pins.png
Scale: 2 px per um. Pins as bars across the die edge, other pins in grey.
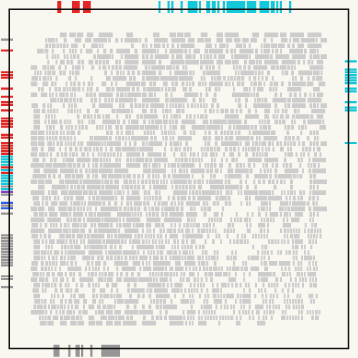
cell_classes.png
Scale: 1.5 px per um.
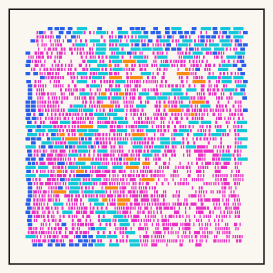
metal_stack.png
Scale: 1.5 px per um.
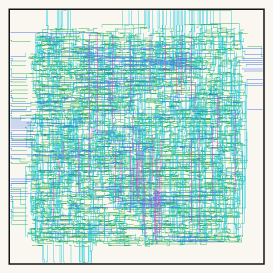
density.png
Scale: 2 px per um. 17 x 17 tiles, from black (low) to pale yellow (high), 0 to 100% covered.
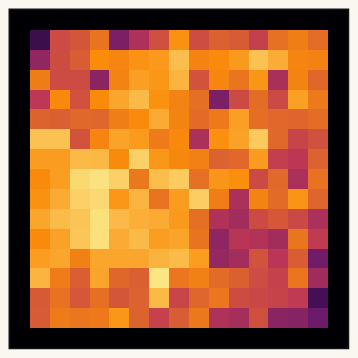
$ cat src/rtl/div_seq_pkg.sv
// Shared types and sizing for the iterative divide sequencer.
// Exposes FSM state encodings and default operand width.
package div_seq_pkg;

    localparam int DIV_DATA_W = 32;

    typedef enum logic [1:0] {
        DIV_FREE   = 2'b00,
        DIV_BYZERO = 2'b01,
        DIV_ON     = 2'b10,
        DIV_END    = 2'b11
    } div_state_t;

endpackage

$ cat src/rtl/div_seq.sv
// Multi-cycle restoring divider for DIV/DIVU: one quotient bit per cycle,
// result returned as {remainder, quotient} and held while start_i stays high.
module div_seq
    import div_seq_pkg::*;
#(
    parameter int DATA_W = DIV_DATA_W
)
(
    input  logic                  clk,
    input  logic                  rst,
    input  logic                  signed_div_i,
    input  logic [DATA_W-1:0]     opdata1_i,
    input  logic [DATA_W-1:0]     opdata2_i,
    input  logic                  start_i,
    input  logic                  annul_i,
    output logic [2*DATA_W-1:0]   result_o,
    output logic                  ready_o,
    output logic                  busy_o,
    output logic [1:0]            state_o
);

    // Handshake: start_i is a level held by EX until it has consumed the
    // result; ready_o marks result_o valid and stays high while start_i is
    // high; dropping start_i in END releases the block back to FREE.

    localparam int CNT_W = $clog2(DATA_W) + 1;
    localparam logic [CNT_W-1:0] LAST_STEP = CNT_W'(DATA_W);

    div_state_t             r_state;
    logic [CNT_W-1:0]       r_cnt;
    logic [2*DATA_W:0]      r_work;
    logic [DATA_W-1:0]      r_divisor;
    logic                   r_neg_q;
    logic                   r_neg_r;
    logic [2*DATA_W-1:0]    r_result;
    logic                   r_ready;
    logic                   r_busy;

    logic                   w_neg1;
    logic                   w_neg2;
    logic [DATA_W-1:0]      w_dvd_abs;
    logic [DATA_W-1:0]      w_dvs_abs;
    logic [DATA_W:0]        w_diff;
    logic [DATA_W-1:0]      w_quot;
    logic [DATA_W-1:0]      w_rem;

    assign w_neg1    = signed_div_i & opdata1_i[DATA_W-1];
    assign w_neg2    = signed_div_i & opdata2_i[DATA_W-1];
    assign w_dvd_abs = w_neg1 ? (~opdata1_i + DATA_W'(1)) : opdata1_i;
    assign w_dvs_abs = w_neg2 ? (~opdata2_i + DATA_W'(1)) : opdata2_i;

    // Trial subtraction of the divisor from {partial remainder, next dividend bit}.
    assign w_diff = r_work[2*DATA_W:DATA_W] - {1'b0, r_divisor};

    assign w_quot = r_neg_q ? (~r_work[DATA_W-1:0] + DATA_W'(1)) : r_work[DATA_W-1:0];
    assign w_rem  = r_neg_r ? (~r_work[2*DATA_W:DATA_W+1] + DATA_W'(1))
                            : r_work[2*DATA_W:DATA_W+1];

    always_ff @(posedge clk) begin
        if (rst) begin
            r_state   <= DIV_FREE;
            r_cnt     <= '0;
            r_work    <= '0;
            r_divisor <= '0;
            r_neg_q   <= 1'b0;
            r_neg_r   <= 1'b0;
            r_result  <= '0;
            r_ready   <= 1'b0;
            r_busy    <= 1'b0;
        end else begin
            unique case (r_state)
                DIV_FREE: begin
                    r_ready  <= 1'b0;
                    r_result <= '0;
                    if (start_i && !annul_i) begin
                        r_busy <= 1'b1;
                        if (opdata2_i == '0) begin
                            r_state <= DIV_BYZERO;
                        end else begin
                            r_state   <= DIV_ON;
                            r_divisor <= w_dvs_abs;
                            r_neg_q   <= w_neg1 ^ w_neg2;
                            r_neg_r   <= w_neg1;
                            r_work    <= {{DATA_W{1'b0}}, w_dvd_abs, 1'b0};
                            r_cnt     <= '0;
                        end
                    end
                end
                DIV_BYZERO: begin
                    r_busy <= 1'b0;
                    if (annul_i) begin
                        r_state <= DIV_FREE;
                    end else begin
                        r_state  <= DIV_END;
                        r_result <= '0;
                        r_ready  <= 1'b1;
                    end
                end
                DIV_ON: begin
                    if (annul_i) begin
                        r_state <= DIV_FREE;
                        r_busy  <= 1'b0;
                        r_work  <= '0;
                        r_cnt   <= '0;
                    end else if (r_cnt == LAST_STEP) begin
                        r_state  <= DIV_END;
                        r_busy   <= 1'b0;
                        r_result <= {w_rem, w_quot};
                        r_ready  <= 1'b1;
                    end else begin
                        if (w_diff[DATA_W]) begin
                            r_work <= {r_work[2*DATA_W-1:0], 1'b0};
                        end else begin
                            r_work <= {w_diff[DATA_W-1:0], r_work[DATA_W-1:0], 1'b1};
                        end
                        r_cnt <= r_cnt + CNT_W'(1);
                    end
                end
                DIV_END: begin
                    if (!start_i) begin
                        r_state  <= DIV_FREE;
                        r_ready  <= 1'b0;
                        r_result <= '0;
                    end
                end
                default: begin
                    r_state <= DIV_FREE;
                    r_busy  <= 1'b0;
                    r_ready <= 1'b0;
                end
            endcase
        end
    end

    assign result_o = r_result;
    assign ready_o  = r_ready;
    assign busy_o   = r_busy;
    assign state_o  = r_state;

endmodule

$ cat config.mk
export PLATFORM = sky130hd
export DESIGN_NAME = div_seq
export DESIGN_NICKNAME = d
export VERILOG_FILES = /design/src/rtl/div_seq_pkg.sv /design/src/rtl/div_seq.sv
export SDC_FILE = /design/constraint.sdc
export NUM_CORES = 1
export LEC_CHECK = 0
export ABC_AREA = 1
export ABC_CLOCK_PERIOD_IN_PS = 6930
export CAP_MARGIN = 40
export CORE_MARGIN = 10
export CORE_UTILIZATION = 60
export CTS_CLUSTER_DIAMETER = 200
export CTS_CLUSTER_SIZE = 8
export DETAILED_ROUTE_END_ITERATION = 7
export PLACE_DENSITY_LB_ADDON = 0.08
export SLEW_MARGIN = 20
export SYNTH_ARGS = -nofsm -noshare
export SYNTH_HDL_FRONTEND = slang
export SYNTH_SLANG_ARGS = --single-unit
$ cat constraint.sdc
create_clock -name clk -period 6.93 [get_ports clk]
set_clock_uncertainty 0.15 [all_clocks]
set_input_delay 1.386 -clock clk [delete_from_list [all_inputs] [get_ports clk]]
set_output_delay 1.386 -clock clk [all_outputs]
set_load 0.005 [all_outputs]
==> flow_summary.ini <==
; generated from flow reports
[die]
die_x_um = 169
fp-row-count = 54
dieArea_um2 = 28500
die_y_um = 169
io_pins = 137

[sta]
fmax_ghz = 0.254
finalMaxSlewViolations = 0
worst_pin_slew_ns = 0.862
slew_headroom = 0.425
final_hold_viol_count = 0

[synthesis]
syn_avg_cell_area_um2 = 6.02
ys_sh_adder = 0.0420
top_cells_by_count = 592 x nand2_1, 314 x inv_1, 232 x nand3_1
largest_area_cell = dfxtp_1
aoi_share = 0.168
async_flop_share = 0
syn-cell-area_um2 = 13300
ys_cells = 2207
netlist_logic_family_top = simple AND/OR/NAND/NOR gates
synthXorXnorAreaFrac = 0.0303
simple_gate_share = 0.376
yosysMostFrequentCell = nand2_1

[routing]
drt-initial-drc-count = 1730
drc_errors = 0
ant_nets = 0

[pwr]
p_per_area_nw_per_um2 = 200
power_mw = 3.05
leakagePower_nw = 7.00

[global_routing]
grt_pass1_vias = 13471
antenna_found_initial = 0
grt_max_degree = 70

[layout]
layout_top_cell = nand2_1
postLayoutCellArea_um2 = 15300
final_cell_mix = 592 x nand2_1, 314 x inv_1, 232 x nand3_1, 212 x a21oi_1, 173 x dfxtp_1
final-instance-count-excl-fill = 2584
nets = 2404
diodes = 0
drive_gt1_frac = 0.0508

[worst_hold_path]
hold_end = busy_o

[cts]
cts-resized-gates = 0
cts_tree = done
cts_setup_buffers = 0
clk_pin_slew_ns = 0.07
h-tree-depth = 4
clockRootBuffer = clkbuf_16
numCtsBuffers = 17
hold_buffers = 0
numClockSinks = 173

[setup_path]
path_delay_family = simple AND/OR/NAND/NOR gates
startpoint_type = input port
worst-r2r-cell-count = 12
r2r_slack_ns = 3.68
crit_path_start = opdata2_i[0]
cp_common_cell = nand2_1
path_cells = clkdlybuf4s50_1, inv_1, ha_1, nand2_1, nor2_1, nand2_1, nor2_1, nand2_1, nand2_2, nor2_4, inv_2, buf_4, o21ai_0, nor3b_1
cp.depth = 14
cp_num_buf_inv = 4
crit_end = r_cnt[3]

[placed_design]
dpl.cell_count = 2551
place_congestion = 0.989
place.detailed.hpwl_um = 33700
portBuffers = 136

[status]
status = finished, final reports clean
-- pins.png (at the start) --
[purple] annul_i | pins: 1 | direction: input | edge: left
[cyan] result_o | pins: 64 | direction: output | edge: 41 top, 13 right, 10 left
[blue] state_o | pins: 2 | direction: output | edge: left
[red] opdata1_i | pins: 32 | direction: input | edge: 22 left, 10 top
all pins by edge: 55 left, 51 top, 18 bottom, 13 right

-- cell_classes.png (at the start) --
[magenta] all other logic | cells: 1952 | share of their area: 63%
[cyan] flops | cells: 173 | share of their area: 23%
[blue] other buffers and delay cells | cells: 147 | share of their area: 9.8%
[orange] clock drivers and dummy loads | cells: 32 | share of their area: 4.0%
Core Area: 21800 um2
Seq/total area: 0.226

-- metal_stack.png (at the start) --
[blue] met3 | wire length: 3700 um
[green] met1 | wire length: 19000 um
[cyan] met2 | wire length: 19300 um
[magenta] met4 | wire length: 1530 um
DR WL/cell: 16.8 um
aggregate global-route resource usage: 0.293
Routed Wire Length: 43500 um
vias: 14768

-- density.png (at the start) --
fullest tile: 94%
mean over tiles: 52%
nearly empty tiles: 22%
tiles over 75% full: 26%
FP Util: 0.609
Final Util: 0.701

==> per-layer routing <==
| layer | track usage | share of wire |
|---|---|---|
| met3 | 0.0472 | 0.085 |
| met5 | 0 | 0 |
| met4 | 0.106 | 0.035 |
| met1 | 0.397 | 0.44 |
| met2 | 0.458 | 0.44 |
==> final cells by class <==
| cell class | count | area (um2) |
|---|---|---|
| multi-input cells | 1629 | 8200 |
| fillers | 2024 | 6530 |
| flip-flops and latches | 173 | 3460 |
| clock inverters | 15 | 170 |
| clock buffers | 17 | 425 |
| well taps | 280 | 350 |
| inverters | 323 | 1210 |
| repair buffers | 147 | 1470 |
==> where the power goes <==
part           switching, mW  internal [mW]
Combinational          0.648          0.301
Clock                  0.490          0.487
Sequential            0.0674           1.06
Total                   1.20           1.85
Power figures rest on the tool's default switching activity, not on a simulated workload.
